==> run_1/clocks.png <==
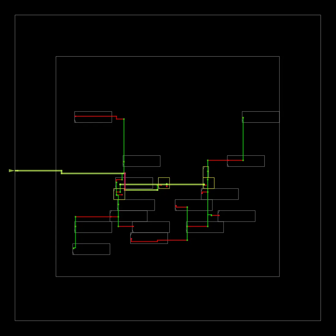
==> run_1/flops_by_reg.png <==
Other sequential cells in the stronger gray, the rest of the logic in the fainter gray.
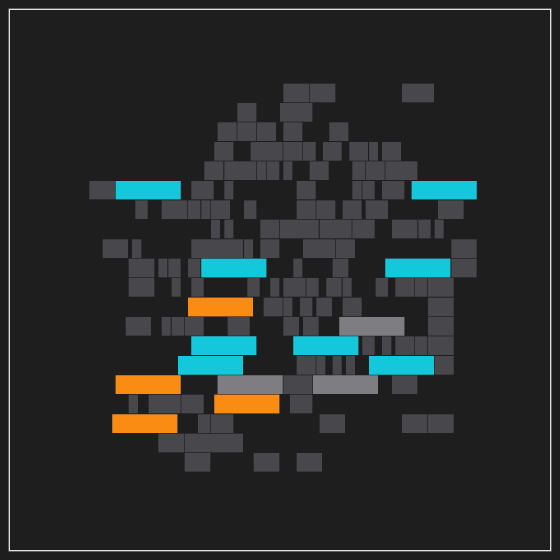
==> run_1/logic_types.png <==
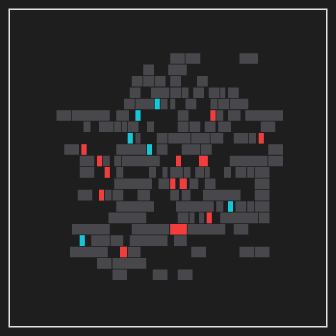
==> run_1/layer_met1.png <==
Supply wires on this layer in gray.
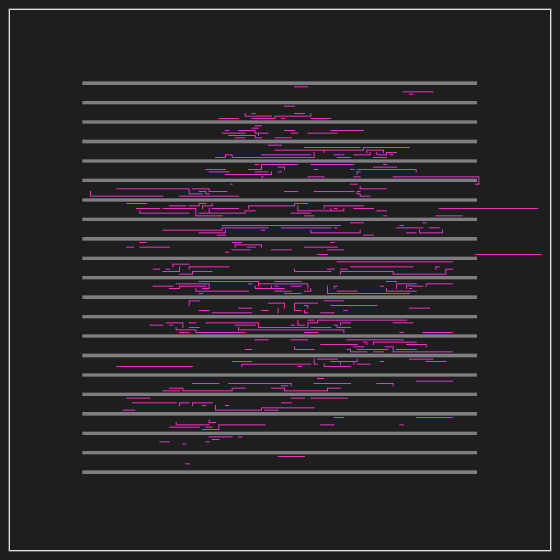
===== src/rtl/timer_counter_core.sv =====
// Prescaled up/down timer counter: a free-running prescaler selects a tick rate,
// and the counter loads, counts on ticks, or holds, flagging wrap with ovf/udf pulses.
module timer_counter_core #(
  parameter int CNT_W = 8,
  parameter int PRE_W = 4
) (
  input  logic             pclk,
  input  logic             presetn,
  input  logic [CNT_W-1:0] tdr,
  input  logic             load,
  input  logic             dir,
  input  logic             en,
  input  logic [1:0]       cks,
  output logic [CNT_W-1:0] cnt,
  output logic             ovf,
  output logic             udf
);

  logic [PRE_W-1:0] pre_q, pre_d;
  logic             sel;
  logic             sel_dly_q, sel_dly_d;
  logic             tick;
  logic [CNT_W-1:0] cnt_q, cnt_d;
  logic             ovf_q, ovf_d;
  logic             udf_q, udf_d;

  function automatic logic [CNT_W-1:0] step_cnt(input logic [CNT_W-1:0] v,
                                                input logic down);
    return down ? v - CNT_W'(1) : v + CNT_W'(1);
  endfunction

  // Stage 0: prescaler and rising-edge tick detect (cks changes are not synchronized)
  always_comb begin
    pre_d     = pre_q + PRE_W'(1);
    sel       = pre_q[cks];
    sel_dly_d = sel;
    tick      = sel & ~sel_dly_q;
  end

  // Stage 1: counter update, load has priority over counting
  always_comb begin
    cnt_d = cnt_q;
    ovf_d = 1'b0;
    udf_d = 1'b0;
    if (load) begin
      cnt_d = tdr;
    end else if (en && tick) begin
      cnt_d = step_cnt(cnt_q, dir);
      ovf_d = ~dir & (cnt_q == '1);
      udf_d = dir & (cnt_q == '0);
    end
  end

  always_ff @(posedge pclk or negedge presetn) begin
    if (!presetn) begin
      pre_q     <= '0;
      sel_dly_q <= 1'b0;
      cnt_q     <= '0;
      ovf_q     <= 1'b0;
      udf_q     <= 1'b0;
    end else begin
      pre_q     <= pre_d;
      sel_dly_q <= sel_dly_d;
      cnt_q     <= cnt_d;
      ovf_q     <= ovf_d;
      udf_q     <= udf_d;
    end
  end

  assign cnt = cnt_q;
  assign ovf = ovf_q;
  assign udf = udf_q;

endmodule


===== config.mk =====
export PLATFORM = sky130hd
export DESIGN_NAME = timer_counter_core
export DESIGN_NICKNAME = d
export VERILOG_FILES = /design/src/rtl/timer_counter_core.sv
export SDC_FILE = /design/constraint.sdc
export NUM_CORES = 1
export LEC_CHECK = 0
export CAP_MARGIN = 15
export CORE_MARGIN = 10
export CORE_UTILIZATION = 30
export DETAILED_ROUTE_END_ITERATION = 8
export GPL_ROUTABILITY_DRIVEN = 0
export PLACE_DENSITY_LB_ADDON = 0.2
export SETUP_SLACK_MARGIN = 0.02
export SLEW_MARGIN = 20
export SYNTH_ARGS = -nofsm -noshare
export SYNTH_HDL_FRONTEND = slang
export SYNTH_SLANG_ARGS = --single-unit
export TNS_END_PERCENT = 50

===== constraint.sdc =====
create_clock -name pclk -period 2.4 [get_ports pclk]
set_input_delay 0.48 -clock pclk [delete_from_list [all_inputs] [get_ports pclk]]
set_output_delay 0.48 -clock pclk [all_outputs]
set_load 0.03 [all_outputs]

==> notes.md, run 1 <==
Per the layout report, the design carries 311 filler cells. After synthesis the netlist holds a flip-flop and latch count of 15. VDD sags by at most 0.235 mV.

The synthesized instance count is 96. The number of warnings reported in the stage logs is 26. The net count of the finished layout was 161. STA classifies the critical path startpoint as a flop. The switching part of the total was 31.8%; the clock transition at the register clock pins on the worst setup and hold paths after CTS was 0.09 ns. Of the synthesized area, sequential elements account for 40.6%. Yosys printed 0 warnings. The fraction of synthesized cell area taken by the top area cell type works out to 40.6%. STA lists the maximum fanout along the critical path as 5. The flow ran to the end, and the final reports show no timing, DRC or antenna violations. For the number of inserted diodes, the log shows 0. The run gives 925 um^2 for the netlist area before placement.

The group that draws the most power in this run is sequential cells. Among the stages of the critical path, the cell type that occurs most often is sky130_fd_sc_hd__a21o_1. The slowest stage of the critical path belongs to the cell sky130_fd_sc_hd__dfrtp_1. The actual transition at the worst max-transition pin is 0.691 ns, and the synthesis area per yosys is 925 um^2. The global route stage reports its total congestion overflow as 0. The final critical path takes up 85.0% of the cycle. The wire-length estimate of the detail-placed layout is 1.91 mm. The number of library cell types mapped by synthesis is 28. Leaving out buffers and inverters, the combinational logic in the layout accounts for 519 um^2.

The run gives 0 for the count of library flops with an enable pin. For the worst hold margin, the log shows 0.473 ns. The accumulated negative setup slack is 0 ns, and the number of standard cells in the layout, taps in and fillers out is 170. Timing analysis after detailed placement gives a worst setup slack of -0.254 ns. The logs give 0 for the remaining antenna violation count and 18 for the starting DRC count in detailed routing. In the final routed layout, each cell accounts on average for 13.5 um. The tools report the kind of end point of the critical path as a flop. CTS placed an instance of sky130_fd_sc_hd__clkbuf_4 at the clock tree root. The most area-hungry cell type in the Yosys netlist is sky130_fd_sc_hd__dfrtp_1.

The main flop type was sky130_fd_sc_hd__dfrtp_1. The class of the tightest hold or removal check was reg2reg. Setup repair after global routing left no endpoint under its margin. With the final design area excluding fillers at 1340 um^2, the share of cells above drive strength 1 is 16.1%.

The boundary pin count was 25; the minimum period implied by the final worst setup slack was 2.04 ns.
Back to the opening pictures, clocks.png:
final-layout clock buffer total: 4
clock skew after layout: 0.00408 ns
CTS sink count: 15
flip-flops: 15

Back to the opening pictures, flops_by_reg.png:
cyan -> cnt  # flops 8, where middle
orange -> pre_q  # flops 4
not colored = 3

Back to the opening pictures, logic_types.png:
cyan -> inverters  # cells 6
red -> NAND gates  # cells 13, where middle

Back to the opening pictures, layer_met1.png:
main direction = horizontal
wire length on this layer = 945 um
longest straight run = 16.6 um
nets with wire on the layer = 139
share of all routed wire = 41%

[run 1: area by class of cell]
cell class              count  area share [%]
multi-input cells          73            38.7
repair buffers             39            26.5
flip-flops and latches     15            28.0
well taps                  33            3.08
inverters                   6            1.68
clock buffers               4            1.96
[run 1: sequential cells by signal, indices dropped and copies added (netlist names)]
name / count
pre_q: 4
cnt: 8
udf: 1
sel_dly_q: 1
ovf: 1
[run 1: kinds of logic (layout without fill, tap and decap cells)]
group,Yosys count,in the layout,share of synthesized area (%)
simple gates,29,29,16.2
compound gates,26,26,17.2
flops,15,15,40.6
fa+ha+maj,8,8,11.6
xor+xnor,8,8,7.58
buf+inv,8,49,3.25
mux,2,2,3.52
[run 1: what timing repair did]
item,CTS,global route
endpoints found under the setup margin,0,2
resized,0,2
buffers inserted,0,0
[run 1: per-layer routing]
metal  vias up  routed length, um  global-route usage [%]
met5         -                  0                       0
met4         0                  4                   0.619
met3         2                287                    5.60
met2        26               1060                    14.9
met1       387                945                    9.79
li1        426                  -                       -
[run 1: final timing paths]
kind | slack (ns) | endpoint | depth (start not counted) | start
max | 0.36 | cnt[7]$_DFFE_PN0P_ | 7 | cnt[4]$_DFFE_PN0P_
min | 0.47 | pre_q[3]$_DFF_PN0_ | 1 | pre_q[3]$_DFF_PN0_
max reg2reg | 0.36 | cnt[7]$_DFFE_PN0P_ | 7 | cnt[4]$_DFFE_PN0P_
min reg2reg | 0.47 | pre_q[3]$_DFF_PN0_ | 1 | pre_q[3]$_DFF_PN0_
max in group asynchronous | 1.35 | pre_q[2]$_DFF_PN0_ | 1 | presetn
min in group asynchronous | 0.61 | cnt[6]$_DFFE_PN0P_ | 1 | presetn
[run 1: placed cells by master (no fill, tap or decap)]
master / instances
sky130_fd_sc_hd__a221oi_2: 1
sky130_fd_sc_hd__or4_1: 1
sky130_fd_sc_hd__nor2_1: 7
sky130_fd_sc_hd__mux2i_1: 1
sky130_fd_sc_hd__a31oi_1: 1
sky130_fd_sc_hd__ha_1: 7
sky130_fd_sc_hd__a21o_1: 4
sky130_fd_sc_hd__nor3b_1: 2
sky130_fd_sc_hd__nand2_1: 9
sky130_fd_sc_hd__o21ai_0: 9
sky130_fd_sc_hd__xnor2_1: 5
sky130_fd_sc_hd__clkbuf_4: 3
sky130_fd_sc_hd__o21a_1: 1
sky130_fd_sc_hd__clkbuf_1: 1
sky130_fd_sc_hd__and3b_1: 1
sky130_fd_sc_hd__buf_4: 15
sky130_fd_sc_hd__nand4_1: 1
sky130_fd_sc_hd__clkdlybuf4s50_1: 23
sky130_fd_sc_hd__or3_1: 1
sky130_fd_sc_hd__dfrtp_1: 15
sky130_fd_sc_hd__and3_2: 1
sky130_fd_sc_hd__nand3b_2: 1
sky130_fd_sc_hd__mux4_2: 1
sky130_fd_sc_hd__nor3_1: 1
sky130_fd_sc_hd__xor2_1: 3
sky130_fd_sc_hd__o21ai_1: 1
sky130_fd_sc_hd__nor4_1: 2
sky130_fd_sc_hd__inv_1: 6
sky130_fd_sc_hd__nand3_1: 2
sky130_fd_sc_hd__a21oi_1: 7
sky130_fd_sc_hd__dlymetal6s2s_1: 1
sky130_fd_sc_hd__fa_1: 1
sky130_fd_sc_hd__a211oi_1: 2
==> run_1/power_grid.png <==
Pins as bars on the die edge.
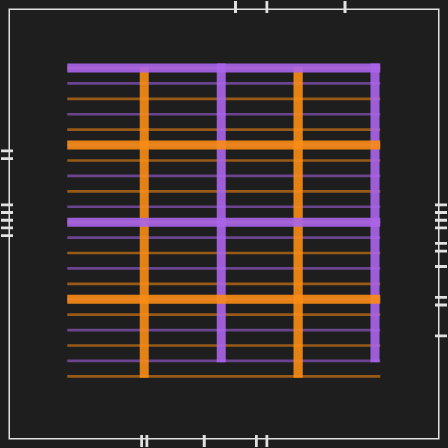

==> run 2, diff against run 1 <==
clock period = 1.65 ns   (was 2.4 ns; I/O delays follow)
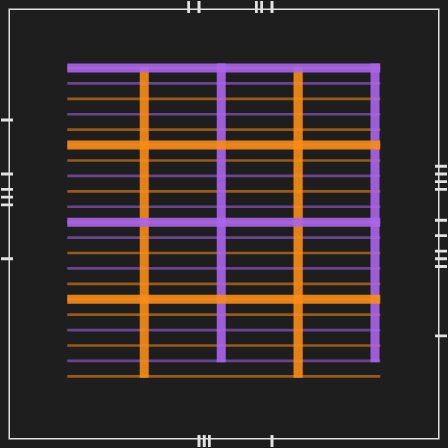
(run_2/power_grid.png)
Pins as bars on the die edge.
orange -> VSS
purple -> VDD
met1 rails = 21
rows = 20
signal pins = 25

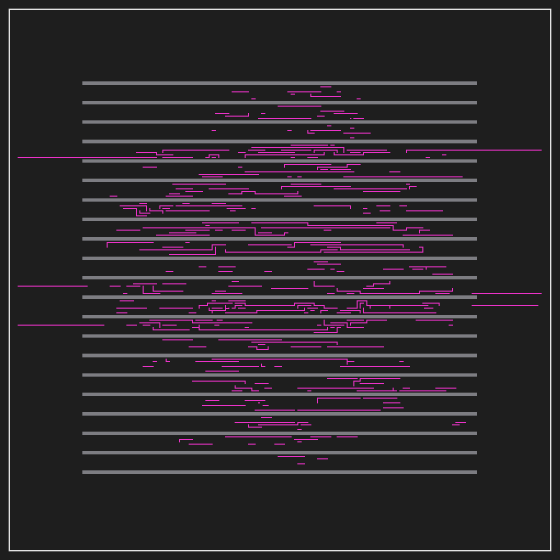
(run_2/layer_met1.png)
Supply wires on this layer in gray.
share of all routed wire = 45%
longest straight run = 19.3 um

==> run 2 against run 1 <==
Effect of this change: the flow now finishes with violations (setup timing); die area is the same; non-clock buffer count is 8 higher; synthesized area did not move; combinational power increased by 73%; flip-flop count is the same; critical path depth stayed put; via count grew 3.2%; critical path type unchanged.
==> notes.md, run 2 <==
The flow ran to the end, but the final reports show violations. The checks that failed: setup timing. Period utilization: 114% (+29 points). The synthesized-area fraction occupied by and/or/nand/nor cells is 16.2% (unchanged). Average footprint of a synthesized cell: 9.63 um^2. In the layout the commonest cells are sky130_fd_sc_hd__buf_4, sky130_fd_sc_hd__clkdlybuf4s50_1, sky130_fd_sc_hd__dlygate4sd2_1.

Most frequently placed logic cell in the final layout: sky130_fd_sc_hd__buf_4. Per STA, the library cell used most along the worst path is sky130_fd_sc_hd__a21o_1. The maximum fanout count along the critical path works out to 2 (-3). The run gives 0 (unchanged) as the total of warnings raised by yosys. Largest family of logic cells by area: AND-OR/OR-AND gates. Setup repair after global routing could not meet its margin everywhere. The slowest stage cell on the critical path was sky130_fd_sc_hd__dfrtp_2. The number of storage elements in the synthesis netlist works out to 15 (unchanged). The actual transition at the worst max-transition pin works out to 0.317 ns (-0.374 ns).

The post-synthesis xor/xnor area fraction is 7.58% (unchanged). The remaining antenna violation count was 0 (unchanged); the warning total across the stage logs was 29 (+12%). Wire length per cell after detailed routing: 14.2 um (+5.7%). Global routing used 9.57% of the available tracks. The clock skew was 0.0112 ns (+0.00707 ns). Net count of the finished layout: 169 (+5.0%).

The portion of netlist area occupied by mux cells works out to 3.52% (unchanged). The most instantiated library cell after synthesis was sky130_fd_sc_hd__dfrtp_1. The share of cells above drive strength 1 is 35.2% (+19 points). The flip-flop count of the largest register after layout works out to 8 (unchanged). The clock transition at the register clock pins on the worst setup and hold paths after CTS is 0.10 ns (about the same).

For the post-synthesis sequential area ratio, the log shows 40.6% (unchanged). The most critical min-delay path falls under in2async. The synthesis area per yosys is 925 um^2 (unchanged), and the final worst slack is -0.238 ns. For the boundary pin count, the log shows 25 (unchanged).

The AND-OR/OR-AND share of the synthesized area works out to 17.2% (unchanged). The area growth from synthesis to layout is 58.7%. The run gives 2.05 mm (+7.2%) as the HPWL reported at the end of detailed placement.

The final setup violation count is 3. The required time of the worst setup path is 1.87 ns. In this run the tool buffered the top-level ports with 24 buffer cells. Main flop type: sky130_fd_sc_hd__dfrtp_1.

The run gives 0 (unchanged) for the number of inserted diodes. The number of library cell types mapped by synthesis was 28 (unchanged); the highest ir drop seen on vdd was 0.272 mV (+16%). The run gives 15 (unchanged) for the clock sink count. The final global-route overflow total is 0 (unchanged). With the starting DRC count in detailed routing at 41 (+23), the netlist area before placement is 925 um^2 (unchanged).

The synthesized-area fraction occupied by adder cells works out to 11.6% (unchanged).
## run 2: netlist changes by cell type in the layout (fill, tap and decap cells not counted), sizes merged
cell | previous run | this run
clkinv | 0 | 1
clkdlybuf4s15 | 0 | 1
dlymetal6s2s | 1 | 0
buf | 15 | 23
dlygate4sd2 | 0 | 11
clkdlybuf4s50 | 23 | 12
clkbuf | 4 | 3
## run 2: final timing paths
| path | from | to | slack [ns] | cells past startpoint |
|---|---|---|---|---|
| setup / recovery | cnt[4]$_DFFE_PN0P_ | cnt[7]$_DFFE_PN0P_ | -0.24 | 7 |
| hold / removal | presetn | sel_dly_q$_DFF_PN0_ | 0.34 | 2 |
| setup reg to reg | cnt[4]$_DFFE_PN0P_ | cnt[7]$_DFFE_PN0P_ | -0.24 | 7 |
| hold reg to reg | pre_q[3]$_DFF_PN0_ | pre_q[3]$_DFF_PN0_ | 0.49 | 1 |
| max in group asynchronous | presetn | cnt[3]$_DFFE_PN0P_ | 1.10 | 2 |
| min in group pclk | pre_q[3]$_DFF_PN0_ | pre_q[3]$_DFF_PN0_ | 0.49 | 1 |
## run 2: power breakdown
group	internal (W)	total, W	switching, W
clock	0.0000902	0.000220	0.000130
combinational	0.000227	0.000437	0.000210
sequential	0.000389	0.000408	0.0000186
## run 2: worst register-to-register path: stages (launching register included)
cell	delay, ns
sky130_fd_sc_hd__dfrtp_2	0.44
sky130_fd_sc_hd__ha_4	0.22
sky130_fd_sc_hd__a21o_1	0.15
sky130_fd_sc_hd__a21o_1	0.18
sky130_fd_sc_hd__a221oi_2	0.27
sky130_fd_sc_hd__xnor2_1	0.12
sky130_fd_sc_hd__or3_1	0.31
sky130_fd_sc_hd__a31oi_1	0.13
## run 2: routing by layer
layer | wire [um] | GRT usage, %
met2 | 1210 | 16.8
met3 | 190 | 4.17
met1 | 1130 | 10.9
met4 | 0 | 0.619
met5 | 0 | 0
## run 2: layout make-up
type / instances / area, um^2
fill: 291 / 1540
timing repair buffer: 47 / 407
clock inverter: 1 / 5.00
tap: 33 / 41.3
inverter: 6 / 25.0
multi-input combinational: 73 / 586
clock buffer: 3 / 22.5
sequential: 15 / 382
## run 2: through the flow
| stage | total power, W | std cells | worst slack (ns) | instance area [um^2] | hold WS, ns |
|---|---|---|---|---|---|
| 3_5_place_dp | 0.000827 | 172 | -0.782 | 1390 | 0.480 |
| 5_1_grt | 0.00114 | 178 | -0.342 | 1470 | 0.358 |
| 3_3_place_gp | 0.000823 | 172 | -0.735 | 1390 | 0.461 |
| 4_1_cts | 0.00106 | 177 | -0.357 | 1440 | 0.334 |
| 6_report | 0.00106 | 178 | -0.238 | 1470 | 0.336 |
| 2_1_floorplan | 0.000629 | 96 | -0.274 | 958 | 0.0344 |
## run 2: kinds of logic (layout without fill, tap and decap cells)
kind of cell | count (synthesis) | in the layout
AND-OR/OR-AND | 26 | 26
XOR/XNOR | 8 | 8
adder cells (fa/ha/maj) | 8 | 8
buffers and inverters | 8 | 57
flip-flops | 15 | 15
multiplexers | 2 | 2
AND/OR/NAND/NOR | 29 | 29
## run 2: repair_timing
action,in CTS,in global routing
gates resized,26,9
setup buffers,1,2
endpoints found under the setup margin,20,8
endpoints found under the hold margin,0,0
pin swaps,16,11
==> run_2/logic_types.png <==
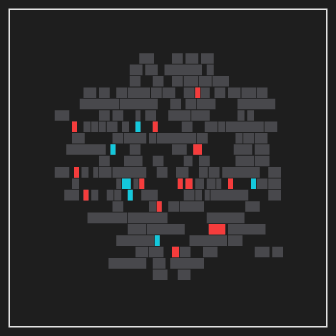

==> run 3, diff against run 2 <==
CORE_ASPECT_RATIO = 0.6   (was not set)
GPL_TIMING_DRIVEN = 0   (was not set)
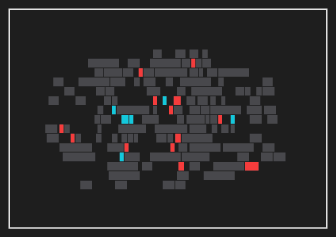
(run_3/logic_types.png)
red -> NAND gates  # cells 13
cyan -> inverters  # cells 6

==> run 3 against run 2 <==
Effect of this change: the flow still finishes with violations (setup timing); register-to-register slack better by 0.02 ns; clock power is 35% higher; power up 2.7%; setup slack improved by 0.022 ns; utilization is 1.4 points lower; design area decreased by 5.9%; first-iteration DRC count increased by 68%; synthesized area unchanged; fmax grew 1.2%; critical endpoint unchanged; largest power group is now sequential cells; highest routed layer unchanged.
==> notes.md, run 3 <==
The tools report the portion of total power attributed to sequential cells as 38.5% (+0.2 points). With the average footprint of a synthesized cell at 9.63 um^2 (unchanged), the number of library cell types mapped by synthesis is 28 (unchanged). The final reports fail on setup timing. With the placed instance count at 162 (-5.8%), the number of storage elements in the synthesis netlist is 15 (unchanged). Final global-route overflow total: 0 (unchanged). The logs give 0.000350 W (-2.4%) for the switching power and 25 (unchanged) for the boundary pin count. The final setup violation count is 3 (unchanged), and the flip-flop count of the largest register after layout is 8 (unchanged). Required time of the worst setup path: 1.82 ns (-0.05 ns). The final worst slack is -0.216 ns (+0.0220 ns), and the highest ir drop seen on vdd is 0.421 mV (+55%). The run finished, with violations left. The warning total across the stage logs was 29 (unchanged). The run gives 925 um^2 (unchanged) as the netlist area before placement.

The tools report the number of standard cells in the layout, taps in and fillers out as 170 (-4.5%). Minimum setup slack after placement: -0.957 ns (-0.176 ns). The period utilization came out at 113% (-1.3 points). The most instantiated library cell after synthesis was sky130_fd_sc_hd__dfrtp_1. The run gives 69 (+68%) for the starting DRC count in detailed routing. The total of warnings raised by yosys is 0 (unchanged). The remaining antenna violation count came out at 0 (unchanged).

The run gives 152 (-10%) as the net count of the finished layout.
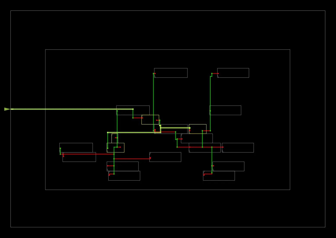
(run_3/clocks.png)
reported clock group power: 0.000298 W
clock latency of the later-clocked register in the worst-skew pair: 0.25 ns
clock skew after layout: 0.00459 ns
final-layout clock buffer total: 3

[run 3: area by class of cell]
class                   instances  area (um^2)
plain buffers                   1         3.75
clock buffers                   3         41.3
clock inverters                 1         5.00
fillers                       284         1530
inverters                       6         25.0
multi-input cells              73          604
flip-flops and latches         15          382
well taps                      42         52.6
repair buffers                 29          268
[run 3: power by group through the flow]
stage	combinational [W]	sequential, W	clock, W
after detailed placement	0.000330	0.000431	0
after global routing	0.000412	0.000426	0.000318
after CTS	0.000373	0.000421	0.000308
after global placement	0.000322	0.000429	0
final	0.000374	0.000421	0.000298
after floorplan	0.000168	0.000460	0
[run 3: what timing repair did]
item,CTS,global route
setup buffers,5,0
pin swaps,7,6
gates resized,26,4
endpoints found under the setup margin,18,7
cloned,0,0
[run 3: cell families (layout without fill, tap and decap cells)]
kind of cell               count (synthesis)  in the layout  synth area share (%)
DFF                                       15             15                  40.6
xor gates and xnor gates                   8              8                  7.58
buffers and inverters                      8             40                  3.25
and+or+nand+nor                           29             29                  16.2
adders and majority gates                  8              8                  11.6
AOI/OAI and AO/OA                         26             26                  17.2
muxes                                      2              2                  3.52
[run 3: worst paths after layout]
path / endpoint / cells past startpoint / from
max in group asynchronous: cnt[1]$_DFFE_PN0P_ / 1 / presetn
worst min-delay path: pre_q[3]$_DFF_PN0_ / 1 / pre_q[3]$_DFF_PN0_
worst min register to register: pre_q[3]$_DFF_PN0_ / 1 / pre_q[3]$_DFF_PN0_
worst max register to register: cnt[7]$_DFFE_PN0P_ / 7 / cnt[4]$_DFFE_PN0P_
worst max-delay path: cnt[7]$_DFFE_PN0P_ / 7 / cnt[4]$_DFFE_PN0P_
min in group asynchronous: cnt[0]$_DFFE_PN0P_ / 1 / presetn
[run 3: metrics by stage]
stage / hold slack (ns) / TNS, ns
final: 0.480 / -0.223
after CTS: 0.480 / -0.334
after floorplan: 0.0344 / -0.274
after global placement: 0.455 / -6.32
after detailed placement: 0.465 / -6.67
after global routing: 0.499 / -0.633
[run 3: per-layer routing]
layer | GRT usage [%] | up-vias
met1 | 11.8 | 392
li1 | - | 411
met4 | 0.584 | 0
met5 | 0 | -
met3 | 4.20 | 0
met2 | 12.5 | 22
[run 3: critical path, stage by stage (launching register included)]
cell and delay [ns]:
sky130_fd_sc_hd__dfrtp_2 0.42, sky130_fd_sc_hd__ha_4 0.22, sky130_fd_sc_hd__a21o_1 0.17, sky130_fd_sc_hd__a21o_1 0.17, sky130_fd_sc_hd__a221oi_2 0.26, sky130_fd_sc_hd__xnor2_1 0.11
sky130_fd_sc_hd__or3_1 0.31, sky130_fd_sc_hd__a31oi_1 0.13
No activity file was given, so power comes from the tool's default toggle rates.
